**config.mk**
```make
export PLATFORM = sky130hd
export DESIGN_NAME = exe_pipe_ctrl
export DESIGN_NICKNAME = d
export VERILOG_FILES = /design/src/rtl/exe_pipe_ctrl.sv
export SDC_FILE = /design/constraint.sdc
export NUM_CORES = 1
export LEC_CHECK = 0
export CAP_MARGIN = 15
export CORE_ASPECT_RATIO = 1.5
export CORE_MARGIN = 2
export CORE_UTILIZATION = 42
export DETAILED_ROUTE_END_ITERATION = 10
export PLACE_DENSITY = 0.74
export SLEW_MARGIN = 20
export SYNTH_ARGS = -nofsm -noshare
export SYNTH_HDL_FRONTEND = slang
export SYNTH_SLANG_ARGS = --single-unit
```
**constraint.sdc**
```tcl
create_clock -name clk -period 1.9 [get_ports clk]
set_clock_uncertainty 0.05 [all_clocks]
set_input_delay 0.38 -clock clk [delete_from_list [all_inputs] [get_ports clk]]
set_output_delay 0.38 -clock clk [all_outputs]
set_load 0.01 [all_outputs]
```
**src/rtl/exe_pipe_ctrl.sv**
```systemverilog
// Execute-stage sequencing controller: NZCV register, branch resolve/flush,
// and the SRAM-access freeze FSM with a wait timeout.
module exe_pipe_ctrl #(
  parameter int TIMEOUT = 16,
  parameter int CNT_W   = 16
) (
  input  logic             clk,
  input  logic             rst,
  input  logic             EXE_valid,
  input  logic             S,
  input  logic             B,
  input  logic             MEM_R_EN,
  input  logic             MEM_W_EN,
  input  logic [3:0]       status_alu,
  input  logic             sram_ready,
  output logic [3:0]       status,
  output logic             mem_start,
  output logic             freeze,
  output logic             Branch_taken,
  output logic             flush,
  output logic             mem_error,
  output logic [CNT_W-1:0] stall_cnt
);
  typedef enum logic {IDLE, ACCESS} state_t;

  localparam int WW = (TIMEOUT > 1) ? $clog2(TIMEOUT) : 1;
  localparam logic [WW-1:0] LAST = WW'(TIMEOUT - 1);

  state_t        state, state_nx;
  logic [WW-1:0] wait_cnt, wait_nx;
  logic          mem;

  assign mem = EXE_valid & (MEM_R_EN | MEM_W_EN);

  always_comb begin
    state_nx  = state;
    wait_nx   = wait_cnt;
    mem_start = 1'b0;
    freeze    = 1'b0;
    mem_error = 1'b0;
    case (state)
      IDLE: begin
        if (mem) begin
          mem_start = 1'b1;
          freeze    = 1'b1;
          state_nx  = ACCESS;
          wait_nx   = '0;
        end
      end
      ACCESS: begin
        // ready wins over timeout in the same cycle
        if (sram_ready) begin
          state_nx = IDLE;
        end else if (wait_cnt == LAST) begin
          mem_error = 1'b1;
          state_nx  = IDLE;
        end else begin
          freeze  = 1'b1;
          wait_nx = wait_cnt + 1'b1;
        end
      end
      default: state_nx = IDLE;
    endcase
    if (rst) begin
      mem_start = 1'b0;
      freeze    = 1'b0;
      mem_error = 1'b0;
    end
  end

  assign Branch_taken = EXE_valid & B & ~freeze & ~rst;
  assign flush        = Branch_taken;

  always_ff @(posedge clk) begin
    if (rst) begin
      state     <= IDLE;
      wait_cnt  <= '0;
      status    <= 4'b0000;
      stall_cnt <= '0;
    end else begin
      state    <= state_nx;
      wait_cnt <= wait_nx;
      // a stalled S instruction commits flags only on its release cycle
      if (EXE_valid & S & ~freeze) status <= status_alu;
      if (freeze && (stall_cnt != {CNT_W{1'b1}})) stall_cnt <= stall_cnt + 1'b1;
    end
  end
endmodule

```
==> images/final_congestion.png <==
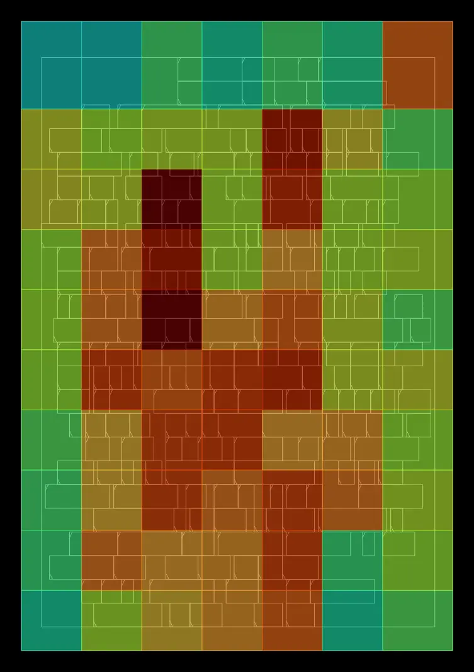
met3 track demand over resource in global routing: 4.73%
overall track demand over capacity in global routing: 27.5%

==> images/gate_families.png <==
(6 px per um)
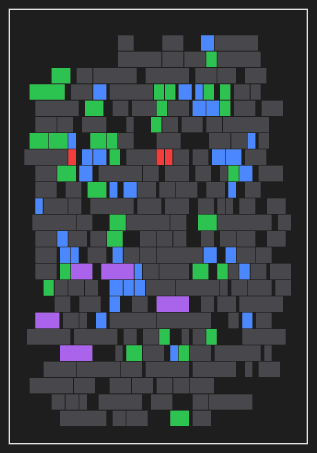
color	family	cells	most used
red	inverters	3	inv_1
blue	NAND gates	33	nand3_1
green	inverting AOI/OAI gates	31	a21oi_1
purple	multiplexers	5	mux2_4
combinational fraction of the cell area: 40.6%
count of non-filler cells in the finished layout: 263
dominant logic cell type in the layout: sky130_fd_sc_hd__buf_4

==> report_table.html <==
<h2>Implementation results</h2>
<table>
<tr><th>Metric</th><th>Value</th></tr>
<tr><th colspan="2">Drt</th></tr>
<tr><td>Post-route ant nets</td><td>0</td></tr>
<tr><td>Initial drt markers</td><td>53</td></tr>
<tr><th colspan="2">Cells and area</th></tr>
<tr><td>Non-clock inverter count in the final layout</td><td>3</td></tr>
<tr><td>Storage element area</td><td>504 um^2</td></tr>
<tr><td>Most used cells in the layout excluding fill and tap cells</td><td>sky130_fd_sc_hd__buf_4, sky130_fd_sc_hd__clkdlybuf4s50_1, sky130_fd_sc_hd__dfxtp_1, sky130_fd_sc_hd__a21oi_1, sky130_fd_sc_hd__nand3_1</td></tr>
<tr><td>ANT cells</td><td>0</td></tr>
<tr><td>Buffers, non-clock</td><td>74</td></tr>
<tr><td>Flip-flops</td><td>25</td></tr>
<tr><td>Regs by FF count</td><td>stall_cnt x16, status x4, wait_cnt x4</td></tr>
<tr><th colspan="2">Min path</th></tr>
<tr><td>Hold_sp</td><td>status[0]</td></tr>
<tr><th colspan="2">Timing</th></tr>
<tr><td>Post-route setup slack</td><td>-0.0599 ns</td></tr>
<tr><td>Max frequency</td><td>510 MHz</td></tr>
<tr><td>Post-route minimum period</td><td>1.96 ns</td></tr>
<tr><td>Final setup violation count</td><td>4</td></tr>
<tr><td>Post-layout period usage of the worst path</td><td>103%</td></tr>
<tr><td>Hold violation total from the final report</td><td>0</td></tr>
<tr><th colspan="2">Critical path</th></tr>
<tr><td>Crit path max-delay family</td><td>simple AND/OR/NAND/NOR gates</td></tr>
<tr><td>Sort of element at the start of the critical path</td><td>flop</td></tr>
<tr><td>Slack of the worst reg-to-reg path</td><td>-0.06 ns</td></tr>
<tr><td>Number of buffers and inverters on the critical path</td><td>1</td></tr>
<tr><td>Number of cells traversed by the worst register-to-register path</td><td>5</td></tr>
<tr><td>Data required time of the critical path</td><td>2.06 ns</td></tr>
<tr><th colspan="2">Clock network</th></tr>
<tr><td>Clock tree from TritonCTS</td><td>built</td></tr>
<tr><td>Clock transition at path regs</td><td>0.09 ns</td></tr>
<tr><td>Number of levels in the clock H-tree</td><td>1</td></tr>
<tr><td>Post-cts gate resize count</td><td>39</td></tr>
<tr><td>Post-cts hold buffer count</td><td>0</td></tr>
<tr><td>Maximum clock insertion buffer count</td><td>2</td></tr>
<tr><td>CTS root buf</td><td>sky130_fd_sc_hd__clkbuf_8</td></tr>
<tr><th colspan="2">Status</th></tr>
<tr><td>Violated checks</td><td>setup timing</td></tr>
<tr><td>Run status</td><td>finished with violations</td></tr>
<tr><th colspan="2">Power and ir drop</th></tr>
<tr><td>Total power divided by cell area</td><td>491 nW/um^2</td></tr>
<tr><td>Comb pwr</td><td>0.189 mW</td></tr>
<tr><td>Gate power share</td><td>18.1%</td></tr>
<tr><td>Net switching power figure</td><td>0.258 mW</td></tr>
<tr><td>Overall power of the completed layout</td><td>1.04 mW</td></tr>
<tr><th colspan="2">Placement</th></tr>
<tr><td>Number of cells in the design after placement</td><td>256</td></tr>
<tr><td>Placed Area</td><td>1940 um^2</td></tr>
<tr><th colspan="2">Logic synthesis</th></tr>
<tr><td>Distinct cells, synth</td><td>37</td></tr>
<tr><td>Count of library flops with an enable pin</td><td>0</td></tr>
<tr><td>Seq cells post-synth</td><td>25</td></tr>
<tr><td>Post-synth area hogs</td><td>sky130_fd_sc_hd__dfxtp_1, sky130_fd_sc_hd__a21oi_1, sky130_fd_sc_hd__or4_1</td></tr>
<tr><td>Share of Yosys cell area claimed by the top area cell type</td><td>38.5%</td></tr>
<tr><td>Library cell with the largest summed area after synthesis</td><td>sky130_fd_sc_hd__dfxtp_1</td></tr>
<tr><td>Ys cells</td><td>154</td></tr>
<tr><td>Synthesized-area fraction occupied by xor and xnor cells</td><td>1.35%</td></tr>
<tr><td>Synth Area in Simple Gates</td><td>33.8%</td></tr>
<tr><th colspan="2">Global routing</th></tr>
<tr><td>First-pass GRT wire length</td><td>7630 um</td></tr>
<tr><th colspan="2">Job</th></tr>
<tr><td>Number of warnings in the stage logs</td><td>28</td></tr>
</table>
==> images/registers.png <==
(6 px per um)
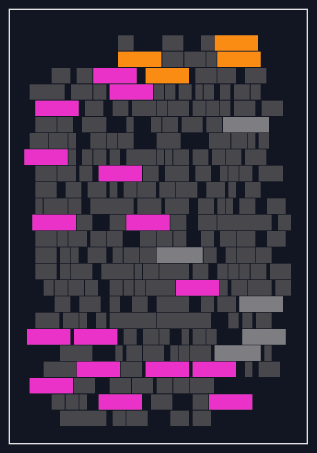
color	signal	flops
orange	status	4
magenta	stall_cnt	16
not colored	5

Power and IR drop assume default switching activity.
